### config.mk
export PLATFORM = sky130hd
export DESIGN_NAME = id_stage_decode_buffer
export DESIGN_NICKNAME = d
export VERILOG_FILES = /design/src/rtl/id_stage_decode_buffer_pkg.sv /design/src/rtl/id_stage_decode_buffer_imm_class_decode.sv /design/src/rtl/id_stage_decode_buffer.sv
export SDC_FILE = /design/constraint.sdc
export NUM_CORES = 1
export LEC_CHECK = 0
export CAP_MARGIN = 15
export CORE_MARGIN = 3
export CORE_UTILIZATION = 53
export CTS_CLUSTER_DIAMETER = 60
export CTS_CLUSTER_SIZE = 16
export DETAILED_ROUTE_END_ITERATION = 6
export PLACE_DENSITY_LB_ADDON = 0.08
export SYNTH_ARGS = -nofsm -noshare
export SYNTH_HDL_FRONTEND = slang
export SYNTH_SLANG_ARGS = --single-unit
### constraint.sdc
create_clock -name clk -period 5.8 [get_ports clk]
set_input_delay 0.87 -clock clk [delete_from_list [all_inputs] [get_ports clk]]
set_output_delay 0.87 -clock clk [all_outputs]
set_load 0.01 [all_outputs]
### src/rtl/id_stage_decode_buffer_pkg.sv
// id_stage_decode_buffer_pkg: opcodes, field ranges and entry types shared with the control unit
package id_stage_decode_buffer_pkg;
   localparam int XLEN = 32;
   localparam int OPC_HI = 31, OPC_LO = 26;
   localparam int RS_HI = 25, RS_LO = 21;
   localparam int RT_HI = 20, RT_LO = 16;
   localparam int RD_HI = 15, RD_LO = 11;
   localparam int SH_HI = 10, SH_LO = 6;
   localparam int FN_HI = 5, FN_LO = 0;
   localparam int IMM_HI = 15, IMM_LO = 0;
   localparam logic [5:0] OP_RTYPE = 6'h00;
   localparam logic [5:0] OP_J     = 6'h02;
   localparam logic [5:0] OP_JAL   = 6'h03;
   localparam logic [5:0] OP_BEQ   = 6'h04;
   localparam logic [5:0] OP_BNE   = 6'h05;
   localparam logic [5:0] OP_BLEZ  = 6'h06;
   localparam logic [5:0] OP_BGTZ  = 6'h07;
   localparam logic [5:0] OP_ADDI  = 6'h08;
   localparam logic [5:0] OP_ADDIU = 6'h09;
   localparam logic [5:0] OP_SLTI  = 6'h0A;
   localparam logic [5:0] OP_SLTIU = 6'h0B;
   localparam logic [5:0] OP_ANDI  = 6'h0C;
   localparam logic [5:0] OP_ORI   = 6'h0D;
   localparam logic [5:0] OP_XORI  = 6'h0E;
   localparam logic [5:0] OP_LUI   = 6'h0F;
   localparam logic [5:0] OP_LB    = 6'h20;
   localparam logic [5:0] OP_LH    = 6'h21;
   localparam logic [5:0] OP_LW    = 6'h23;
   localparam logic [5:0] OP_LBU   = 6'h24;
   localparam logic [5:0] OP_LHU   = 6'h25;
   localparam logic [5:0] OP_SB    = 6'h28;
   localparam logic [5:0] OP_SH    = 6'h29;
   localparam logic [5:0] OP_SW    = 6'h2B;
   typedef struct packed {
      logic            valid;
      logic [XLEN-1:0] instr;
      logic [XLEN-1:0] pc4;
   } entry_t;
   typedef struct packed {
      logic imm_signed;
      logic illegal;
      logic is_rtype;
   } imm_class_t;
endpackage

### src/rtl/id_stage_decode_buffer_imm_class_decode.sv
// id_stage_decode_buffer_imm_class_decode: opcode to immediate-extension class and legality
module id_stage_decode_buffer_imm_class_decode
   import id_stage_decode_buffer_pkg::*;
(
   input  logic [5:0]  opcode_i,
   output imm_class_t  cls_o
);
   always_comb begin
      cls_o = '0;
      case (opcode_i)
         OP_BEQ, OP_BNE, OP_BLEZ, OP_BGTZ,
         OP_ADDI, OP_ADDIU, OP_SLTI, OP_SLTIU,
         OP_LB, OP_LH, OP_LW, OP_LBU, OP_LHU,
         OP_SB, OP_SH, OP_SW:                          cls_o.imm_signed = 1'b1;
         OP_ANDI, OP_ORI, OP_XORI, OP_LUI, OP_J, OP_JAL: cls_o.illegal = 1'b0;
         OP_RTYPE:                                     cls_o.is_rtype = 1'b1;
         default:                                      cls_o.illegal = 1'b1;
      endcase
   end
endmodule

### src/rtl/id_stage_decode_buffer.sv
// id_stage_decode_buffer: decode-stage register with 2-entry skid buffer feeding the imm extender
module id_stage_decode_buffer
   import id_stage_decode_buffer_pkg::*;
#(
   parameter int DATA_W = XLEN,
   parameter int IMM_W  = 16
) (
   input  logic              clk,
   input  logic              rst_n,
   input  logic              flush,
   input  logic              in_valid,
   output logic              in_ready,
   input  logic [DATA_W-1:0] instr_in,
   input  logic [DATA_W-1:0] pc4_in,
   output logic              out_valid,
   input  logic              out_ready,
   output logic [5:0]        opcode,
   output logic [4:0]        rs,
   output logic [4:0]        rt,
   output logic [4:0]        rd,
   output logic [4:0]        shamt,
   output logic [5:0]        funct,
   output logic [IMM_W-1:0]  imm,
   output logic              imm_signed,
   output logic              is_rtype,
   output logic              illegal,
   output logic [DATA_W-1:0] pc4_out
);
   entry_t     m_q, m_d, s_q, s_d, in_e;
   logic       in_ready_q, in_ready_d, acc, cons;
   imm_class_t cls;

   assign in_e = '{valid: 1'b1, instr: instr_in, pc4: pc4_in};
   assign acc  = in_valid & in_ready_q;
   assign cons = m_q.valid & out_ready;

   always_comb begin
      m_d = m_q;
      s_d = s_q;
      if (flush) begin
         m_d.valid = 1'b0;
         s_d.valid = 1'b0;
      end else if (!m_q.valid || cons) begin
         if (s_q.valid) begin
            m_d = s_q;
            s_d = acc ? in_e : '{valid: 1'b0, instr: s_q.instr, pc4: s_q.pc4};
         end else if (acc) begin
            m_d = in_e;
         end else begin
            m_d.valid = 1'b0;
         end
      end else if (acc) begin
         s_d = in_e;
      end
      in_ready_d = !s_d.valid;
   end

   always_ff @(posedge clk or negedge rst_n) begin
      if (!rst_n) begin
         m_q        <= '0;
         s_q        <= '0;
         in_ready_q <= 1'b1;
      end else begin
         m_q        <= m_d;
         s_q        <= s_d;
         in_ready_q <= in_ready_d;
      end
   end

   id_stage_decode_buffer_imm_class_decode u_cls (
      .opcode_i (opcode),
      .cls_o    (cls)
   );

   // class flags are qualified so an empty stage reports no class
   assign in_ready   = in_ready_q;
   assign out_valid  = m_q.valid;
   assign opcode     = m_q.instr[OPC_HI:OPC_LO];
   assign rs         = m_q.instr[RS_HI:RS_LO];
   assign rt         = m_q.instr[RT_HI:RT_LO];
   assign rd         = m_q.instr[RD_HI:RD_LO];
   assign shamt      = m_q.instr[SH_HI:SH_LO];
   assign funct      = m_q.instr[FN_HI:FN_LO];
   assign imm        = m_q.instr[IMM_HI:IMM_LO];
   assign imm_signed = m_q.valid & cls.imm_signed;
   assign is_rtype   = m_q.valid & cls.is_rtype;
   assign illegal    = m_q.valid & cls.illegal;
   assign pc4_out    = m_q.pc4;
endmodule

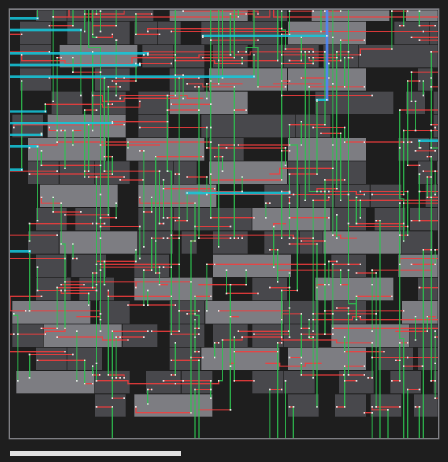
Figure 1: close-up of the layout.
Scale bar: 20 µm. Region (3, 3) to (53, 53) µm. Cells in grey, sequential cells in the stronger grey; small squares are vias.
| colour | layer |
|---|---|
| red | metal 1 |
| blue | metal 4 |
| cyan | metal 3 |
| green | metal 2 |
netlist names of flops here include: s_q (13), pc4_out (11), opcode (2)
most frequent: mux2_2 (41), clkdlybuf4s50_1 (33), dfrtp_1 (27)
sequential cells in the window: 27
cells with their middle in the window: 118

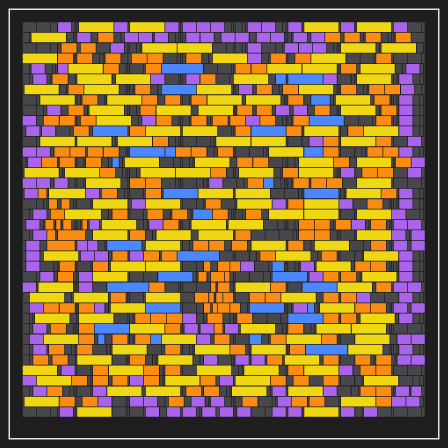
Figure 2: placement by cell class.
Fill, decap, tap and diode cells in grey.
| colour | class | cells | share of their area |
|---|---|---|---|
| blue | clock drivers and dummy loads | 32 | 8.0% |
| yellow | flops | 131 | 42% |
| purple | other buffers and delay cells | 158 | 20% |
| orange | combinational and other logic | 221 | 30% |

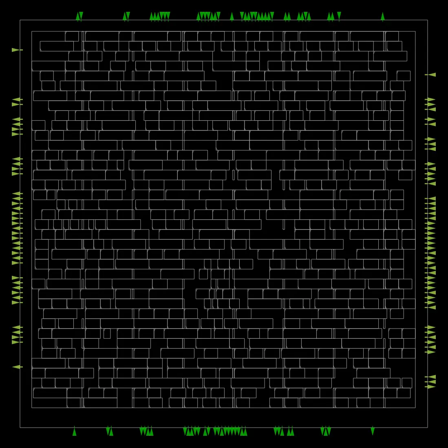
Figure 3: cell outlines without signal wires.
fraction of area in registers: 40.9%
flop count: 131
post-layout util: 73.7%
fillers: 753
Tap Cells: 140

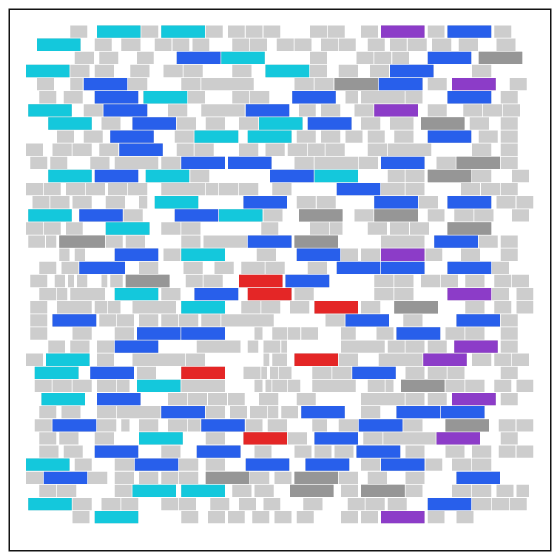
Figure 4: sequential cells grouped by signal name.
Other sequential cells in the stronger grey, the rest of the logic in the fainter grey.
| colour | signal | sequential cells |
|---|---|---|
| red | opcode | 6 |
| blue | s_q | 65 |
| purple | imm | 10 |
| cyan | pc4_out | 32 |
not coloured: 18

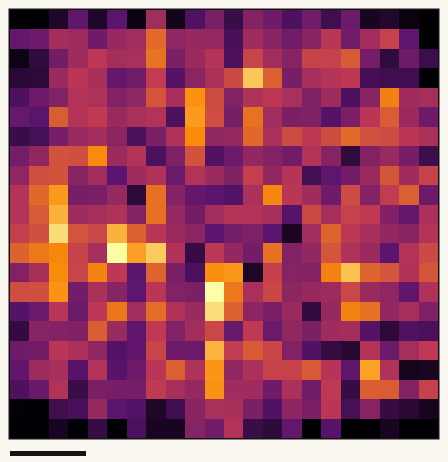
Figure 5: wire density map.
Scale bar: 20 µm. The die is cut into 22 by 22 equal tiles; black is low, pale yellow is high, scaled to the fullest tile. Values are wire area over tile area, all layers added.
tiles over half the peak: 24%
nearly empty tiles: 3.3%
mean over tiles: 0.15
densest ninth of the die: west
fullest tile: 0.38

==> Changelog: implementation <==
### Physical design

- Register area share after synthesis: 55.1%
- R2R Setup Slk: 3.38 ns
- Delay of the slowest critical-path stage: 0.62 ns
- Hold buffers post-CTS: 0
- Pwr top: registers
- Root buffer cell: clkbuf_8
- Fraction of registers with async set/reset: 100%
- Hold Fails Final Rpt: 0
- Maxcap violations: 0
- Status: finished, final reports clean
- Area leader, netlist: dfrtp_1
- Routed length on met3: 720 µm
- Fmax: 311 MHz
- Worst Path Max Fanout: 10
- Sequential power share: 41.5%
- CP startpoint: opcode[2]
- First DRT Iteration DRCs: 125
- Post-synth EDFFs: 0
- Fraction of layout cells with a size suffix above 1: 39.9%
- PD cells: 384 nW/µm²
- Final WL: 11900 µm
- DRT Pass-1 Iters: 4
- Overflow after GRT: 0
- Resized cells post-CTS: 0
- Initial antenna violation count: 0
- Ys cells: 387
- Clk. pwr: 1.11 mW
- Tool warnings: 26
- CP endpoint kind: primary output
- Placed wire-length estimate: 7750 µm
- Internal power: 2.32 mW
- Die height: 112 µm
- CP startpoint kind: register
- Non-filler instance count after layout: 682
- Avg WL per Cell: 17.4 µm
- CTS tree: done
- Critical path depth: 4
- Cts bufs inserted: 17
- M1 wire length: 5220 µm
- Area delta synth->final: 35.0%
- Critical path, cell by cell: nor2b_1 -> o32ai_1 -> nor4bb_1 -> clkdlybuf4s50_1
- Req. time, crit path: 4.93 ns
- Post-Syn Nets: 456
- Crit path kind: reg2out
- Ant diodes: 0
- Leakage: 3.28 nW
- Die Size: 12500 µm²
- Crit path time final: 3.21 ns
- Met2 Use GR: 31.5%
- Cell area leaders: dfrtp_1 55%, mux2_2 33%, mux2_1 3.8%
- Post-route ant nets: 0
- RR Startpoint: in_ready
- Post-synth top cells: 172 x mux2_2, 130 x dfrtp_1, 20 x mux2_1, 16 x buf_4, 12 x buf_6
- Routed vias/inst: 5.33
- Hold/Removal Path Class: in2async
- Postcts setup bufs: 0
- Synth mux share: 36.4%
- P_seq: 1.28 mW
- Xor+xnor area frac: 0%
- CP max-delay cell: clkdlybuf4s50_1
- Floorplan utilization: 54.6%
- Worst Path Buf+Inv: 1
- Cell Area, Synth: 5950 µm²
- Routed length on met2: 5810 µm
- First-pass GRT wire length: 19700 µm
- Netlist cell types: 28
- Critical path's top delay family: simple AND/OR/NAND/NOR gates
## area by class of cell
type	count	area, µm²
timing repair buffer	158	1570
sequential	131	3280
clock inverter	13	183
tap	140	175
multi-input combinational	220	2380
clock buffer	19	442
inverter	1	3.75
fill	753	2860
## metrics by stage
stage / instance area (µm²) / setup WS, ns / hold WS [ns]
2_1_floorplan: 5950 / 3.59 / 0.475
3_3_place_gp: 7400 / 2.57 / 0.467
3_5_place_dp: 7400 / 2.53 / 0.476
4_1_cts: 8030 / 2.58 / 0.414
5_1_grt: 8030 / 2.37 / 0.446
6_report: 8030 / 2.59 / 0.408
## cells in the final DEF, fill, tap and decap left out
cell type        synthesis  routed
clkinvlp_4               0       4
nor2_1                   2       2
o21ai_0                  2       2
and4b_1                  1       1
o32ai_1                  1       1
dfrtp_1                130     129
a211oi_4                 2       2
dfstp_2                  1       1
clkinv_4                 0       2
mux2_2                 172     172
a21o_1                   1       1
nor4bb_1                 1       1
inv_2                    1       1
dfrtp_2                  0       1
bufinv_16                0       4
a31oi_1                  1       1
and2_1                   2       2
clkdlybuf4s50_1          0     152
clkbuf_16                0      16
a221oi_1                 1       1
nor2b_1                  3       3
clkbuf_8                 0       3
nand2_1                  3       3
maj3_1                   1       1
clkinv_2                 0       3
nand2b_1                 2       2
buf_4                   16       6
or3b_2                   1       1
a211oi_1                 2       2
or4bb_1                  1       1
nor3_1                   1       1
mux2_1                  20      20
## registers in the layout, indices dropped and copies added (netlist names)
register and flops:
funct 6, imm 10, in_ready 1, opcode 6, out_valid 1, pc4_out 32
rs 5, rt 5, s_q 65
## logic make-up after synthesis
kind of cell,count (synthesis)
buffers and inverters,36
AOI/OAI and AO/OA,10
and+or+nand+nor,17
adders and majority gates,1
muxes,192
DFF,131
Power and IR drop assume default switching activity.
